File: src/rtl/reg_file_sb.sv
// Register file with two registered read ports, two write ports and a per-register busy scoreboard.
// Define RF_BYPASS_EN to forward same-cycle writes (and their busy clears) into the read flops.
module reg_file_sb #(
    parameter int DATA_W = 8,
    parameter int ADDR_W = 4
) (
    input  logic                  clk,
    input  logic                  rst,
    input  logic                  rd_en,
    input  logic [ADDR_W-1:0]     ra1,
    input  logic [ADDR_W-1:0]     ra2,
    output logic [DATA_W-1:0]     rd1,
    output logic [DATA_W-1:0]     rd2,
    output logic                  rd_vld,
    output logic                  rd_hazard,
    input  logic                  wa_en,
    input  logic [ADDR_W-1:0]     wa_addr,
    input  logic [DATA_W-1:0]     wa_data,
    input  logic                  wb_en,
    input  logic [ADDR_W-1:0]     wb_addr,
    input  logic [DATA_W-1:0]     wb_data,
    input  logic                  rsv_en,
    input  logic [ADDR_W-1:0]     rsv_addr,
    output logic [2**ADDR_W-1:0]  busy
);

    localparam int DEPTH = 2 ** ADDR_W;

    logic [DATA_W-1:0] regs [DEPTH];
    logic [DEPTH-1:0]  busy_nxt;
    logic [DATA_W-1:0] op1, op2;
    logic              haz1, haz2;

    // Port B is written last so it wins an address collision with port A.
    always_ff @(posedge clk or posedge rst) begin
        if (rst) begin
            for (int i = 0; i < DEPTH; i++) begin
                regs[i] <= '0;
            end
        end else begin
            if (wa_en) regs[wa_addr] <= wa_data;
            if (wb_en) regs[wb_addr] <= wb_data;
        end
    end

    // A reservation is applied after the write clears: the newer instruction keeps ownership.
    always_comb begin
        busy_nxt = busy;
        if (wa_en)  busy_nxt[wa_addr]  = 1'b0;
        if (wb_en)  busy_nxt[wb_addr]  = 1'b0;
        if (rsv_en) busy_nxt[rsv_addr] = 1'b1;
    end

    always_ff @(posedge clk or posedge rst) begin
        if (rst) busy <= '0;
        else     busy <= busy_nxt;
    end

    always_comb begin
        op1  = regs[ra1];
        haz1 = busy[ra1];
        op2  = regs[ra2];
        haz2 = busy[ra2];
`ifdef RF_BYPASS_EN
        if (wb_en && wb_addr == ra1) begin
            op1  = wb_data;
            haz1 = rsv_en && rsv_addr == ra1;
        end else if (wa_en && wa_addr == ra1) begin
            op1  = wa_data;
            haz1 = rsv_en && rsv_addr == ra1;
        end
        if (wb_en && wb_addr == ra2) begin
            op2  = wb_data;
            haz2 = rsv_en && rsv_addr == ra2;
        end else if (wa_en && wa_addr == ra2) begin
            op2  = wa_data;
            haz2 = rsv_en && rsv_addr == ra2;
        end
`endif
    end

    always_ff @(posedge clk or posedge rst) begin
        if (rst) begin
            rd1       <= '0;
            rd2       <= '0;
            rd_hazard <= 1'b0;
            rd_vld    <= 1'b0;
        end else if (rd_en) begin
            rd1       <= op1;
            rd2       <= op2;
            rd_hazard <= haz1 | haz2;
            rd_vld    <= 1'b1;
        end else begin
            rd1       <= '0;
            rd2       <= '0;
            rd_hazard <= 1'b0;
            rd_vld    <= 1'b0;
        end
    end

endmodule

File: config.mk
export PLATFORM = sky130hd
export DESIGN_NAME = reg_file_sb
export DESIGN_NICKNAME = d
export VERILOG_FILES = /design/src/rtl/reg_file_sb.sv
export SDC_FILE = /design/constraint.sdc
export NUM_CORES = 1
export LEC_CHECK = 0
export CAP_MARGIN = 20
export CORE_UTILIZATION = 51
export DETAILED_ROUTE_END_ITERATION = 12
export MAX_ROUTING_LAYER = met4
export PLACE_DENSITY = 0.71
export SLEW_MARGIN = 30
export SYNTH_ARGS = -nofsm -noshare
export SYNTH_HDL_FRONTEND = slang
export SYNTH_SLANG_ARGS = --single-unit
File: constraint.sdc
create_clock -name clk -period 18.43 [get_ports clk]
set_input_delay 5.529 -clock clk [delete_from_list [all_inputs] [get_ports clk]]
set_output_delay 5.529 -clock clk [all_outputs]
set_load 0.05 [all_outputs]
### Layout detail, run 1

Region (95, 25) to (115, 45) microns. Cells in grey, sequential cells in the stronger grey; small squares are vias.
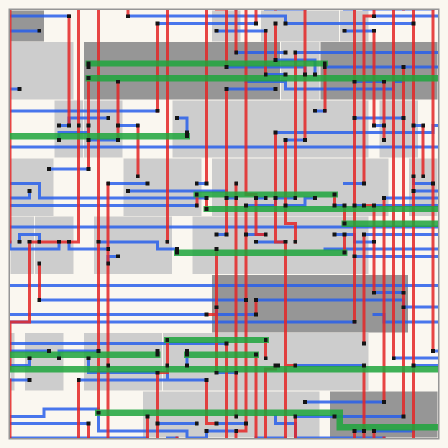
Key: blue = metal 1; red = metal 2; green = metal 3
Sequential cells in the window: 4. 23 logic cells have their middle in the window. Most frequent: a21oi_1 (5). Netlist names of flops here include regs (4).

### Clock distribution, run 1

(2 px per micron)
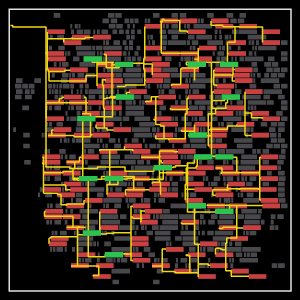
Key: yellow = clock wires [length 2020 microns]; red = flip-flops [count 162]; green = clock drivers [count 17]
There are 18 routed clock nets. Position of the flops: spread over the die.

==> results.json, run 1 <==
{
  "row_count": 50,
  "numCtsBuffers": 17,
  "yosys_warnings": 0,
  "yosysUniqueCellTypes": 27,
  "dpl.hpwl_microns": 17770,
  "cp-endpoint": "rd2[0]",
  "critPathLaunch": "rst",
  "sw_frac_of_total_pct": 30.67,
  "avgSynthCellArea_sq_um": 11.64,
  "fin_crit_ns": 7.294,
  "drv_cap": 0,
  "gp_congestion": 0.8510,
  "dominantRegCellSynth": "dfrtp_1",
  "clock_power_share_pct": 30.9,
  "antenna_found_initial": 1,
  "vias_per_cell": 6.671,
  "async_flop_share_pct": 100.0,
  "ys.flops": 162,
  "max_freq_ghz": 0.1371,
  "r2r-end": "rd1[3]",
  "seq_power_share_pct": 41.7,
  "largest_area_cell": "dfrtp_1",
  "clk_path_buf_depth": 2,
  "ys_cells": 835,
  "reg2reg_slack_ns": 16.73,
  "postRouteAntennaNets": 0,
  "cp.required_ns": 18.95,
  "reg2reg_depth": 3,
  "postSynthCellCount": 835,
  "p_switching_mw": 0.3775,
  "worst_setup_path_end_kind": "asynchronous set/reset pin",
  "r2r_start": "regs[115]",
  "worstMarginPinSlew_ns": 1.041,
  "comb_power_share_pct": 27.4,
  "worst-setup-path-type": "in -> async",
  "status": "finished, final reports clean",
  "rsz0062_at_grt": "no",
  "cts_tree": "yes",
  "io_pins": 76,
  "wl_per_cell_microns": 26.93,
  "h-tree-depth": 4,
  "drt_wl_total_microns": 29630,
  "p_leak_nw": 4.614,
  "ir_drop_mv": 0.06272,
  "p_int_mw": 0.8534,
  "die_height_microns": 140.1
}
### The metal 4 layer, run 1

(3 px per micron) Cells faint in the background.
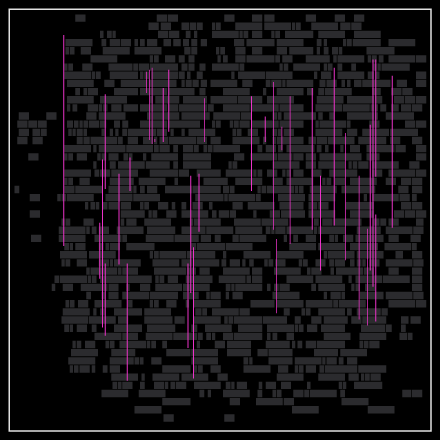
The layer holds 4.0% of the routed length. The longest straight run is 75.5 microns. The wires run mostly vertical. 25 nets have wire on it.

[run 1: power groups by stage]
stage | registers (mW) | clock network, mW | logic (mW)
2_1_floorplan | 0.542 | 0 | 0.205
3_3_place_gp | 0.510 | 0 | 0.328
3_5_place_dp | 0.515 | 0 | 0.336
4_1_cts | 0.510 | 0.382 | 0.337
5_1_grt | 0.522 | 0.397 | 0.362
6_report | 0.513 | 0.381 | 0.337
[run 1: state kept, by name (all words and copies together), names as in the netlist]
register,flops
regs,128
rd2,8
rd_hazard,1
rd_vld,1
busy,16
rd1,8
[run 1: layout make-up]
class,instances,area [sq um]
flip-flops and latches,162,4054
well taps,234,292.8
clock inverters,9,151.4
clock buffers,22,474.2
inverters,6,27.53
fillers,1501,7697
diodes,1,2.502
multi-input cells,587,5253
repair buffers,79,753.2
[run 1: cell families after synthesis]
| group | Yosys count | synth area share, % |
|---|---|---|
| multiplexers | 222 | 36.00 |
| flip-flops | 162 | 41.70 |
| AND-OR/OR-AND | 145 | 7.799 |
| buffers and inverters | 86 | 4.376 |
| AND/OR/NAND/NOR | 220 | 10.13 |
[run 1: critical path: stages]
cell	delay (ns)
clkdlybuf4s50_1	0.47
inv_6	0.40
buf_4	0.74
buf_4	0.64
[run 1: cells in the final DEF (no fill, tap or decap)]
master | Yosys | layout
inv_6 | 0 | 2
clkdlybuf4s50_1 | 0 | 69
clkbuf_1 | 59 | 2
or3_1 | 2 | 2
and2_1 | 22 | 22
mux2i_1 | 134 | 134
o21ai_0 | 58 | 58
buf_4 | 0 | 5
bufinv_16 | 0 | 4
mux4_2 | 41 | 41
nor2_2 | 9 | 9
nor3b_1 | 3 | 3
inv_1 | 6 | 5
diode_2 | 0 | 1
nor2_1 | 84 | 84
clkinvlp_4 | 0 | 1
and3_1 | 3 | 3
nand3b_1 | 2 | 2
nand2b_1 | 5 | 5
buf_2 | 4 | 5
nand2_1 | 74 | 74
clkinv_2 | 0 | 3
nor2b_1 | 5 | 5
nand3_1 | 8 | 6
clkbuf_16 | 0 | 17
dfrtp_1 | 162 | 162
a32o_1 | 6 | 6
o21a_1 | 1 | 1
clkbuf_8 | 0 | 3
mux4_1 | 47 | 47
nand3_2 | 0 | 2
a21oi_1 | 80 | 80
and3b_1 | 3 | 3
[run 1: per-stage QoR]
| stage | worst slack, ns | util (%) | area [sq um] |
|---|---|---|---|
| 3_5_place_dp | 10.57 | 55.48 | 10380 |
| 3_3_place_gp | 10.57 | 55.48 | 10380 |
| 6_report | 11.14 | 58.85 | 11010 |
| 2_1_floorplan | 8.524 | - | 9722 |
| 5_1_grt | 10.82 | 58.85 | 11010 |
| 4_1_cts | 11.03 | 58.82 | 11000 |
[run 1: routing by layer]
| layer | vias up | global-route usage (%) | routed length (microns) |
|---|---|---|---|
| li1 | 3120 | - | - |
| met1 | 3653 | 44.20 | 12090 |
| met2 | 484 | 47.87 | 13450 |
| met3 | 81 | 7.316 | 2902 |
| met4 | 0 | 15.27 | 1185 |
| met5 | - | - | 0 |
### Metal layers overlaid, run 1

(3 px per micron)
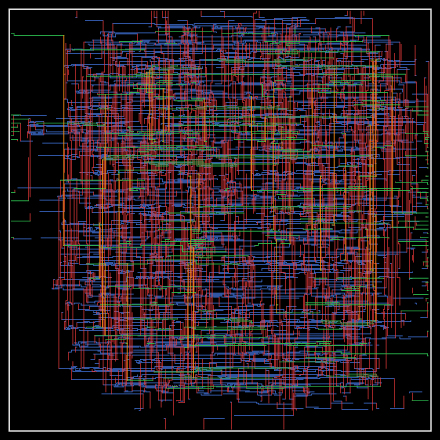

## Run 2: what changed since run 1
PLACE_DENSITY = 0.74   (was 0.71)
clock period = 6.6 ns   (was 18.43 ns; I/O delays follow)
### Metal layers overlaid, run 2

(3 px per micron)
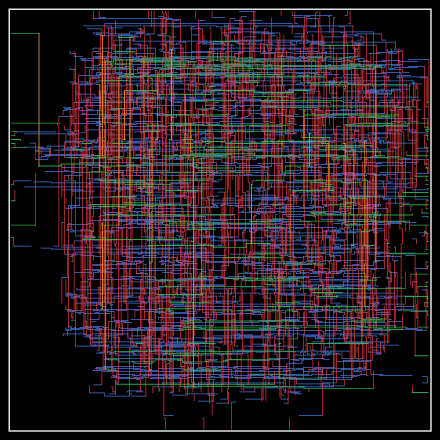
Key: red = metal 2 [wire length 13300 microns]; blue = metal 1 [wire length 11800 microns]; green = metal 3 [wire length 2910 microns]; orange = metal 4 [wire length 1160 microns]

==> results.json, run 2 <==
{
  "p_leak_nw": 4.611,
  "largest_reg_flops": 128,
  "p_int_mw": 2.403,
  "crit_cells": 5,
  "sw_frac_of_total_pct": 30.19,
  "drv_cap": 0,
  "mostFrequentLayoutCells": "dfrtp_1, mux2i_1, nor2_1, a21oi_1, nand2_1",
  "diodes": 0,
  "critPathLaunch": "ra2[0]",
  "fin_util_pct": 58.83,
  "largest_area_cell": "dfrtp_1",
  "yosys_warnings": 0,
  "fin_area_sq_mm": 0.01100,
  "max_stage_delay_ns": 0.64,
  "ys.flops": 162,
  "cts_tree": "yes",
  "reg2reg_depth": 3,
  "status": "finished, final reports clean",
  "worstMarginPinSlew_ns": 1.074,
  "place_area_sq_mm": 0.01037,
  "postSynthCellCount": 835,
  "reg.largest.list": "regs (128), busy (16)"
}
## run 2: cell families (layout without fill, tap and decap cells)
group / count (synthesis) / count (layout) / synth area share, %
multiplexers: 222 / 222 / 36.00
AND/OR/NAND/NOR: 220 / 220 / 10.13
flip-flops: 162 / 162 / 41.70
AND-OR/OR-AND: 145 / 145 / 7.799
buffers and inverters: 86 / 114 / 4.376
## run 2: worst reg2reg max path: stages (launching register included)
cell and delay (ns):
dfrtp_1 0.40, mux4_1 0.54, mux4_2 0.49, and2_1 0.17
## run 2: through the flow
step	power [mW]	worst slack (ns)	hold WS (ns)
CTS	3.434	2.755	0.5770
detailed placement	2.375	2.316	0.5687
global placement	2.338	2.360	0.5556
floorplan	2.086	0.2434	0.5376
global route	3.582	2.651	0.5960
finish	3.442	2.737	0.5787
## run 2: power by group through the flow
stage	clock network, mW	registers (mW)	logic, mW
2_1_floorplan	0	1.51	0.573
3_3_place_gp	0	1.44	0.900
3_5_place_dp	0	1.45	0.929
4_1_cts	1.07	1.43	0.930
5_1_grt	1.12	1.47	0.997
6_report	1.07	1.44	0.931
## run 2: final timing paths
| check | end | slack (ns) |
|---|---|---|
| min | busy[9] | 0.58 |
| min reg2reg | busy[9] | 0.58 |
| max | rd2[0] | 2.74 |
| min in group asynchronous | regs[70] | 2.08 |
| max in group asynchronous | regs[105] | 3.60 |
| max reg2reg | rd2[0] | 4.89 |
## run 2: layout make-up
class / instances / area, sq um / share of cell area, %
multi-input combinational: 587 / 5248 / 47.69
sequential: 162 / 4054 / 36.84
timing repair buffer: 78 / 750.7 / 6.822
clock buffer: 26 / 509.2 / 4.628
tap: 234 / 292.8 / 2.661
clock inverter: 4 / 120.1 / 1.092
inverter: 6 / 30.03 / 0.2729
## run 2: layer usage
layer  up-vias  share of wire [%]  global-route usage (%)
li1       3116                  -                       -
met1      3686                 40                   42.46
met2       476                 46                   47.08
met3        73                 10                   8.991
met4         0                4.0                   13.07
met5         -                  0                       -
Power and IR drop assume default switching activity.
